--- config.mk ---
export PLATFORM = sky130hd
export DESIGN_NAME = uart_rx
export DESIGN_NICKNAME = d
export VERILOG_FILES = /design/src/rtl/uart_rx.sv
export SDC_FILE = /design/constraint.sdc
export NUM_CORES = 1
export LEC_CHECK = 0
export CAP_MARGIN = 20
export CORE_ASPECT_RATIO = 0.8
export CORE_UTILIZATION = 45
export CTS_CLUSTER_DIAMETER = 200
export DETAILED_ROUTE_END_ITERATION = 8
export PLACE_DENSITY = 0.65
export SYNTH_ARGS = -nofsm -noshare
export SYNTH_HDL_FRONTEND = slang
export SYNTH_SLANG_ARGS = --single-unit
--- constraint.sdc ---
create_clock -name clk -period 2.9 [get_ports clk]
set_clock_uncertainty 0.1 [all_clocks]
set_input_delay 0.58 -clock clk [delete_from_list [all_inputs] [get_ports clk]]
set_output_delay 0.58 -clock clk [all_outputs]
set_load 0.005 [all_outputs]
--- src/rtl/uart_rx.sv ---
// uart_rx: mid-bit sampling UART receiver with framing check; optional even parity via UART_RX_PARITY_EN.
module uart_rx #(
  parameter int SHIFT      = 4,
  parameter int WORD_WIDTH = 8,
  parameter int STOP_BITS  = 1
) (
  input  logic                  clk,
  input  logic                  rst,
  input  logic                  rx,
  output logic [WORD_WIDTH-1:0] dout,
  output logic                  rx_done,
  output logic                  rx_err,
  output logic                  rx_perr,
  output logic                  rx_busy
);
`ifdef UART_RX_PARITY_EN
  localparam bit PAR = 1'b1;
`else
  localparam bit PAR = 1'b0;
`endif
  localparam int IW = WORD_WIDTH > 1 ? $clog2(WORD_WIDTH) : 1;
  localparam logic [IW-1:0] LAST = IW'(WORD_WIDTH - 1);
  localparam logic [SHIFT-1:0] MID = SHIFT'(2 ** (SHIFT - 1) - 1);
  localparam logic SLAST = 1'(STOP_BITS - 1);
  typedef enum logic [2:0] {IDLE, START, DATA, PARITY, STOP, WAIT_HIGH} state_e;
  state_e state_q, state_d;
  logic s1_q, rx_s;
  logic [SHIFT-1:0] phase_q, phase_d;
  logic [IW-1:0] idx_q, idx_d;
  logic [WORD_WIDTH-1:0] sh_q, sh_d, dout_q, dout_d;
  logic sidx_q, sidx_d, ferr_q, ferr_d, par_q, par_d;
  logic done_q, done_d, err_q, err_d, perr_q, perr_d;
  logic tick;
  assign tick = phase_q == '1;
  assign dout = dout_q;
  assign rx_done = done_q;
  assign rx_err = err_q;
  assign rx_perr = perr_q;
  assign rx_busy = state_q != IDLE;
  always_ff @(posedge clk or posedge rst) begin
    if (rst) begin
      s1_q <= 1'b1;
      rx_s <= 1'b1;
      state_q <= IDLE;
      phase_q <= '0;
      idx_q <= '0;
      sh_q <= '0;
      sidx_q <= 1'b0;
      ferr_q <= 1'b0;
      par_q <= 1'b0;
      dout_q <= '0;
      done_q <= 1'b0;
      err_q <= 1'b0;
      perr_q <= 1'b0;
    end else begin
      s1_q <= rx;
      rx_s <= s1_q;
      state_q <= state_d;
      phase_q <= phase_d;
      idx_q <= idx_d;
      sh_q <= sh_d;
      sidx_q <= sidx_d;
      ferr_q <= ferr_d;
      par_q <= par_d;
      dout_q <= dout_d;
      done_q <= done_d;
      err_q <= err_d;
      perr_q <= perr_d;
    end
  end
  always_comb begin
    state_d = state_q;
    phase_d = phase_q + 1'b1;
    idx_d = idx_q;
    sh_d = sh_q;
    sidx_d = sidx_q;
    ferr_d = ferr_q;
    par_d = par_q;
    dout_d = dout_q;
    done_d = 1'b0;
    err_d = err_q;
    perr_d = perr_q;
    case (state_q)
      IDLE: begin
        phase_d = '0;
        if (!rx_s) state_d = START;
      end
      START: if (phase_q == MID) begin
        phase_d = '0;
        state_d = rx_s ? IDLE : DATA;
      end
      DATA: if (tick) begin
        sh_d = (sh_q >> 1) | (WORD_WIDTH'(rx_s) << (WORD_WIDTH - 1));
        idx_d = idx_q + 1'b1;
        if (idx_q == LAST) begin
          idx_d = '0;
          state_d = PAR ? PARITY : STOP;
        end
      end
      PARITY: if (tick) begin
        par_d = rx_s;
        state_d = STOP;
      end
      STOP: if (tick) begin
        ferr_d = ferr_q | ~rx_s;
        sidx_d = sidx_q + 1'b1;
        if (sidx_q == SLAST) begin
          // Result commits at mid-stop so the next start edge is caught without delay.
          done_d = 1'b1;
          dout_d = sh_q;
          err_d = ferr_d;
          perr_d = PAR && ((^sh_q) != par_q);
          state_d = ferr_d ? WAIT_HIGH : IDLE;
          ferr_d = 1'b0;
          sidx_d = 1'b0;
        end
      end
      WAIT_HIGH: if (rx_s) state_d = IDLE;
      default: state_d = IDLE;
    endcase
  end
endmodule

run_1/cell_classes.png
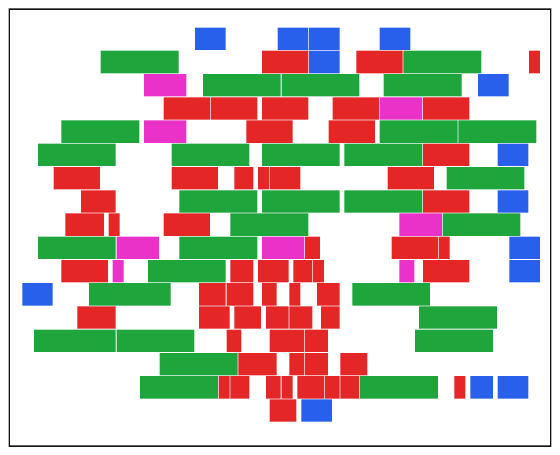
Key: other buffers and delay cells = blue [cells 14, share of their area 9.0%]; all other logic = red [cells 58, share of their area 36%]; flip-flops = green [cells 30, share of their area 49%]; clock drivers and dummy loads = magenta [cells 8, share of their area 5.9%]

run_1/registers.png
Scale bar: 20 um. Other sequential cells in the stronger grey, the rest of the logic in the fainter grey.
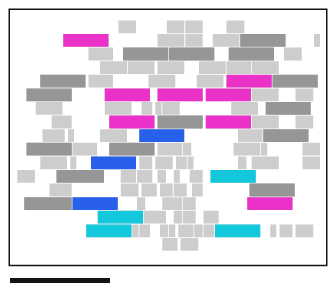
Key: phase_q = cyan [placed flops 4, where south]; state_q = blue [placed flops 3]; sh_q = magenta [placed flops 8]
Another 15 sequential cells are not coloured.

==> summary.txt, run 1 <==
flow finished, numbers: status completed, # diodes 0, highest metal used met4, FP Util 48.0%, tool warnings 26, routed wire length 2.06 mm, # Cells Yosys 93, DRT Pass-1 Iters 4, Final Hold Fails 0, # hold bufs at CTS 0, WL met1 1.03 mm, clock root buffer clkbuf_8, Late-Pin Clk Latency 270 ps, clock power share 32.4%, P_clk 0.333 mW, CTS Buf Count 5, Post-synth seq share 55.8%, area share, top type 51.9%, Vias per Instance 4.96, Yosys Warn Count 0, total power draw 1.03 mW, Final ANT Viol Nets 0, GP Congestion 0.856, sequential share of power 51.4%, gr ovfl total 0, Mapped Nets 99, CP max FO 9, fill count 239, GRT met2 Usage 22.9%, Clock-cell share 5.77%, minimum clock period 2270 ps, net switching power 0.282 mW, CP delay by family, top flip-flops, mi-comb count 55, leakage power 0.802 nW
run_1/clock_map.png
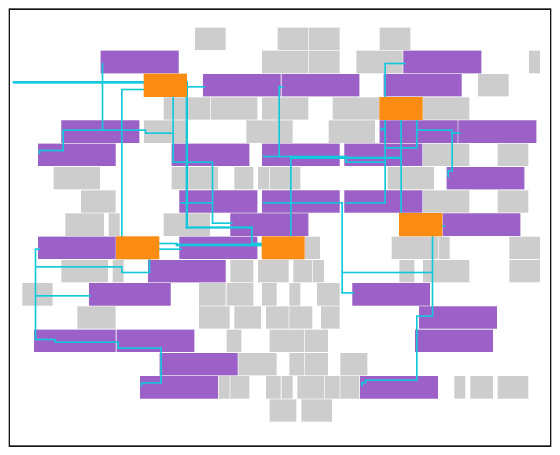
Key: clock wires = cyan [length 373 um]; cells driving clock nets = orange [count 5]; flip-flops = purple [count 30]
There are 6 routed clock nets.

run_1/drive_strength.png
Scale bar: 20 um.
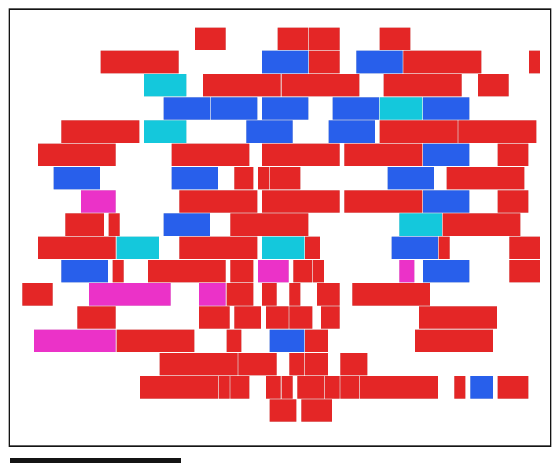
Key: drive 6 and up = cyan [cells 6, share 5.5%]; drive 1 or less = red [cells 78, share 71%]; drive 2 = magenta [cells 6, share 5.5%]; drive 3 to 4 = blue [cells 20, share 18%]
final worst slack: 634 ps
Final Cell Area: 1580 um^2
Non-clk bufs: 14

run 1: cells in the final DEF (no fill, tap or decap), drive strengths merged, types with 2 or more instances in the layout:
| cell type | n |
|---|---|
| and2 | 2 |
| clkbuf | 7 |
| clkdlybuf4s50 | 13 |
| dfrtp | 28 |
| dfstp | 2 |
| ha | 3 |
| inv | 3 |
| mux2 | 19 |
| nand3 | 4 |
| nand3b | 2 |
| nor2 | 5 |
| nor2b | 2 |
| o21ai | 3 |
| o2bb2ai | 2 |
| xor2 | 2 |
run 1: logic make-up after synthesis:
logic type      count (synthesis)  share of synthesized area (%)
compound gates                  7                           3.62
flops                          30                           55.8
xor+xnor                        2                           1.30
other cells                     1                          0.278
simple gates                   22                           10.6
buf+inv                         8                           3.99
fa+ha+maj                       3                           2.78
mux                            20                           21.6
run_1/final_clocks.png
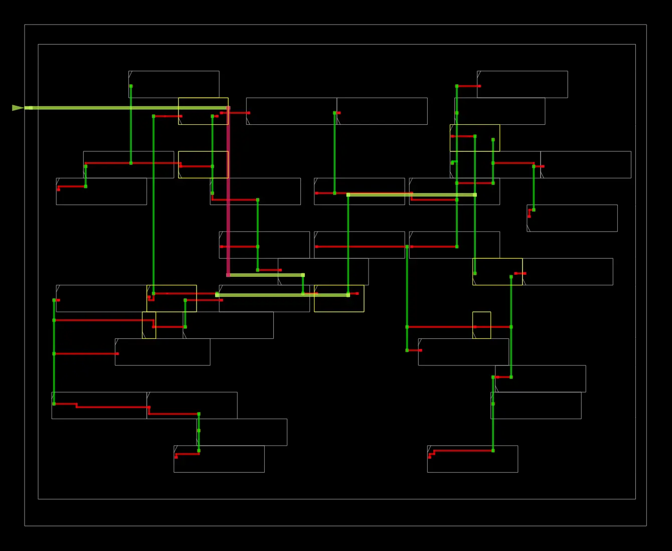

## Run 2: what changed since run 1
--- a/config.mk
+++ b/config.mk
@@ -10,7 +10,7 @@
 export CORE_UTILIZATION = 45
 export CTS_CLUSTER_DIAMETER = 200
 export DETAILED_ROUTE_END_ITERATION = 8
-export PLACE_DENSITY = 0.65
+export PLACE_DENSITY = 0.68
 export SYNTH_ARGS = -nofsm -noshare
 export SYNTH_HDL_FRONTEND = slang
 export SYNTH_SLANG_ARGS = --single-unit
==> constraint.sdc (replaced) <==
create_clock -name clk -period 1.9 [get_ports clk]
set_clock_uncertainty 0.1 [all_clocks]
set_input_delay 0.38 -clock clk [delete_from_list [all_inputs] [get_ports clk]]
set_output_delay 0.38 -clock clk [all_outputs]
set_load 0.005 [all_outputs]
run_2/final_clocks.png
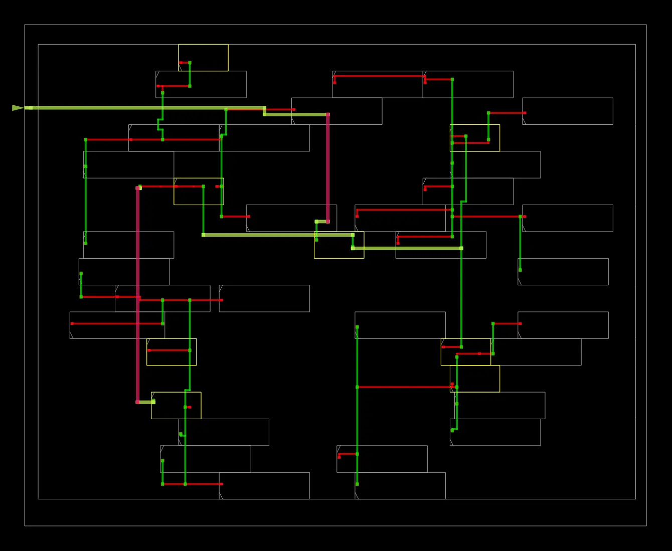
P_clk: 0.586 mW
Seq cells: 30
CTS Buf Count: 5

==> summary.txt, run 2 <==
flow finished, numbers: WL met1 1.02 mm (-1.1%), status completed, area share, top type 51.9% (unchanged), gr ovfl total 0 (unchanged), CP delay by family, top flip-flops, minimum clock period 1760 ps, ao+oa area frac 3.62% (unchanged), sequential share of power 45.7% (-5.7 points), Final Cell Area 1650 um^2 (+4.3%), CP max FO 2 (-7), GP Congestion 0.701 (-18%), Mapped Nets 99 (unchanged), highest metal used met4, Final ANT Viol Nets 0 (unchanged), Commonest Layout Cell dfrtp_1, Post-synth seq share 55.8% (unchanged), GRT met2 Usage 22.2% (-0.72 points), final worst slack 141 ps (-493 ps), FP Util 48.0% (unchanged), Yosys Warn Count 0 (unchanged), routed wire length 2.00 mm (-2.8%), Final Hold Fails 0 (unchanged), Late-Pin Clk Latency 280 ps (about the same), # diodes 0 (unchanged), clock power share 35.2% (+2.8 points), Synth Area in Simple Gates 10.6% (unchanged), clock root buffer clkbuf_8, yosys xor share 1.30% (unchanged)
run_2/drive_strength.png
Scale bar: 20 um.
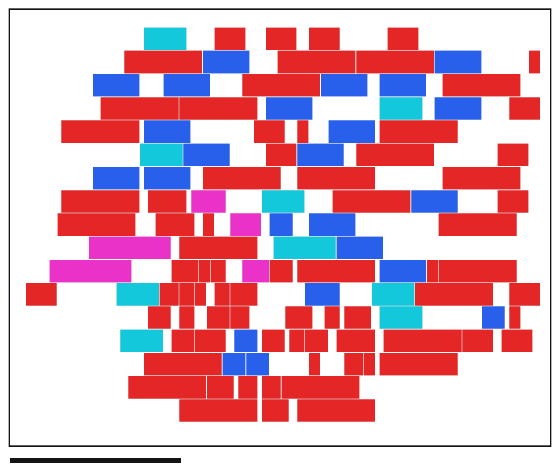
Key: drive 1 or less = red [cells 77, share 67%]; drive 3 to 4 = blue [cells 24, share 21%]; drive 6 and up = cyan [cells 9, share 7.8%]; drive 2 = magenta [cells 5, share 4.3%]

==> run 2: cell counts after synthesis <==
Identical to the previous run, type by type.
==> run 2: final timing paths <==
check,startpoint,to,slack [ps],depth (start not counted)
max,state_q[2],rx_busy,140,2
min,s1_q,rx_s,260,0
max reg2reg,phase_q[0],idx_q[0],220,5
min reg2reg,s1_q,rx_s,260,0
max in group asynchronous,rst,s1_q,1010,3
min in group asynchronous,rst,dout[1],380,3
==> run 2: final cells by class <==
class / instances / area [um^2]
well taps: 38 / 47.5
fillers: 235 / 1160
multi-input cells: 55 / 542
clock buffers: 8 / 110
flip-flops and latches: 30 / 753
inverters: 3 / 11.3
repair buffers: 19 / 186
==> run 2: repair_timing <==
item	CTS	global route
endpoints found under the hold margin	0	0
resized	1	0
setup endpoints to repair	1	0
run_2/clock_map.png
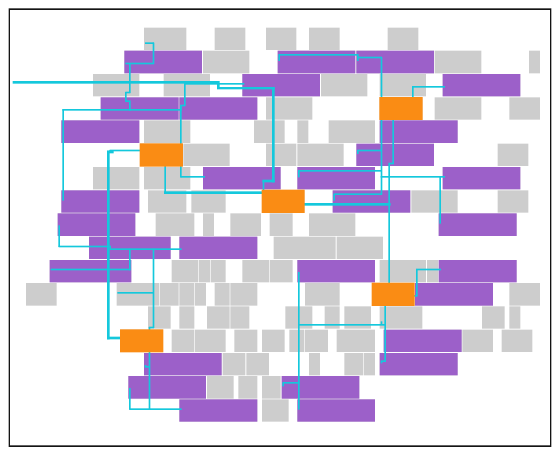

## Run 3: what changed since run 2
--- a/config.mk
+++ b/config.mk
@@ -8,6 +8,7 @@
 export CAP_MARGIN = 20
 export CORE_ASPECT_RATIO = 0.8
 export CORE_UTILIZATION = 45
+export CTS_BUF_LIST = sky130_fd_sc_hd__clkbuf_4
 export CTS_CLUSTER_DIAMETER = 200
 export DETAILED_ROUTE_END_ITERATION = 8
 export PLACE_DENSITY = 0.68
==> constraint.sdc (replaced) <==
create_clock -name clk -period 1.9 [get_ports clk]
set_clock_uncertainty 0.1 [all_clocks]
set_input_delay 0.285 -clock clk [delete_from_list [all_inputs] [get_ports clk]]
set_output_delay 0.285 -clock clk [all_outputs]
set_load 0.005 [all_outputs]
run_3/clock_map.png
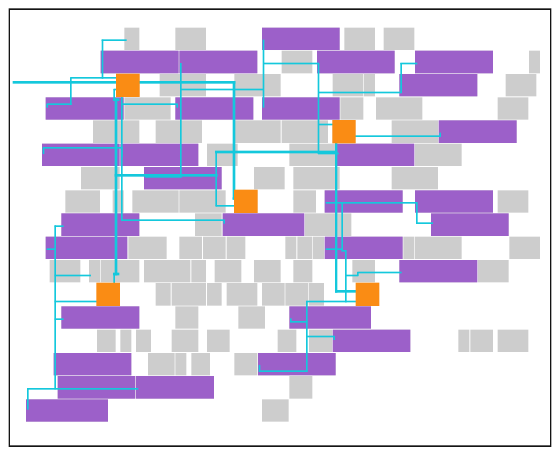
Key: clock wires = cyan [length 383 um]; cells driving clock nets = orange [count 5]; flip-flops = purple [count 30]
Position of the flops: spread over the die. There are 6 routed clock nets.
clock power share: 25.4%
Late-Pin Clk Latency: 330 ps
P_clk: 0.369 mW

run_3/drive_strength.png
Scale bar: 20 um.
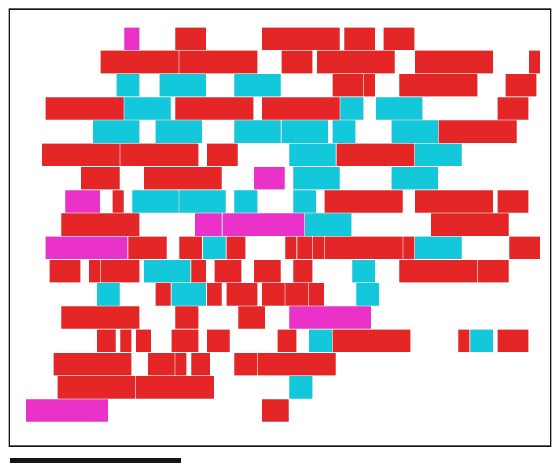
Key: drive 2 = magenta [cells 8, share 7.0%]; drive 3 to 4 = cyan [cells 31, share 27%]; drive 1 or less = red [cells 76, share 66%]
Final Cell Area: 1580 um^2
Area Overhead vs Synth: 17.4%

==> summary.txt, run 3 <==
flow finished, numbers: number of port buffers 13, fill count 242 (+3.0%), metal3 WL 80 um, Clock-cell share 3.40% (-3.3 points), clock buf count 6 (-2), gr ovfl total 0 (unchanged), Non-clock buffering overhead 11.0% (-0.32 points), Setup Viol. Count Final 0, Tcrit/Tclk final 93.9%, Mapped Nets 99 (unchanged), Post-synth seq share 55.8% (unchanged), Post-synth ARST share 100%, mi-comb count 55 (unchanged), area share, top type 51.9% (unchanged), met3 GRT Util 4.69%, yosys xor share 1.30% (unchanged), FP Util 48.0% (unchanged), Synth Area in Simple Gates 10.6% (unchanged), # diodes 0 (unchanged), Setup Crit Path Kind reg -> out, CTS-repair resized insts 3 (+2), Seq cells 30 (unchanged), ao+oa area frac 3.62% (unchanged), status completed, flop2flop setup slack 130 ps (-90 ps), GP Congestion 0.830 (+18%), WL met1 1.01 mm (-1.1%), R2R Path End idx_q[2], minimum clock period 1780 ps (+25.3 ps), Commonest flop dfrtp_1, R2R Path Start phase_q[0], top cell category sequential cells, combinational gate area 542 um^2 (unchanged), Sequential Area 756 um^2 (+0.33%), Reg2Reg Depth 4 (-1), CTS Buf Count 5 (unchanged), Commonest Layout Cell dfrtp_1, clock root buffer clkbuf_4, Yosys Warn Count 0 (unchanged), Tapcell Cnt 38 (unchanged), multi-input gate share of total cell area 34.2% (+1.4 points), final worst slack 116 ps (-25.3 ps), flop share of the area 47.7% (+2.1 points), Final ANT Viol Nets 0 (unchanged), routed wire length 2.06 mm (+2.7%), Final Hold Fails 0 (unchanged), CP delay by family, top flip-flops, P per Cell Area 917 nW/um^2, Non-clk bufs 19 (unchanged)
run 3: cell types whose count changed in the layout (fill, tap and decap cells not counted), sizes merged:
cell,delta
clkbuf,-2
clkinv,+2
run 3: how the worst max path moves through the flow:
stage | cells past startpoint | slack [ps] | to | from
floorplan | 5 | 360 | dout[0] | phase_q[0]
global placement | 4 | 180 | sh_q[6] | phase_q[0]
detailed placement | 4 | 140 | sh_q[3] | phase_q[0]
CTS | 2 | 100 | rx_busy | state_q[2]
global route | 4 | 30 | idx_q[2] | phase_q[0]
finish | 2 | 120 | rx_busy | state_q[2]
run 3: where the power goes:
| part | total, mW | switching (mW) | internal (mW) |
|---|---|---|---|
| clock | 0.369 | 0.216 | 0.153 |
| sequential | 0.761 | 0.0505 | 0.710 |
| combinational | 0.323 | 0.165 | 0.158 |
No activity file was given, so power comes from the tool's default toggle rates.
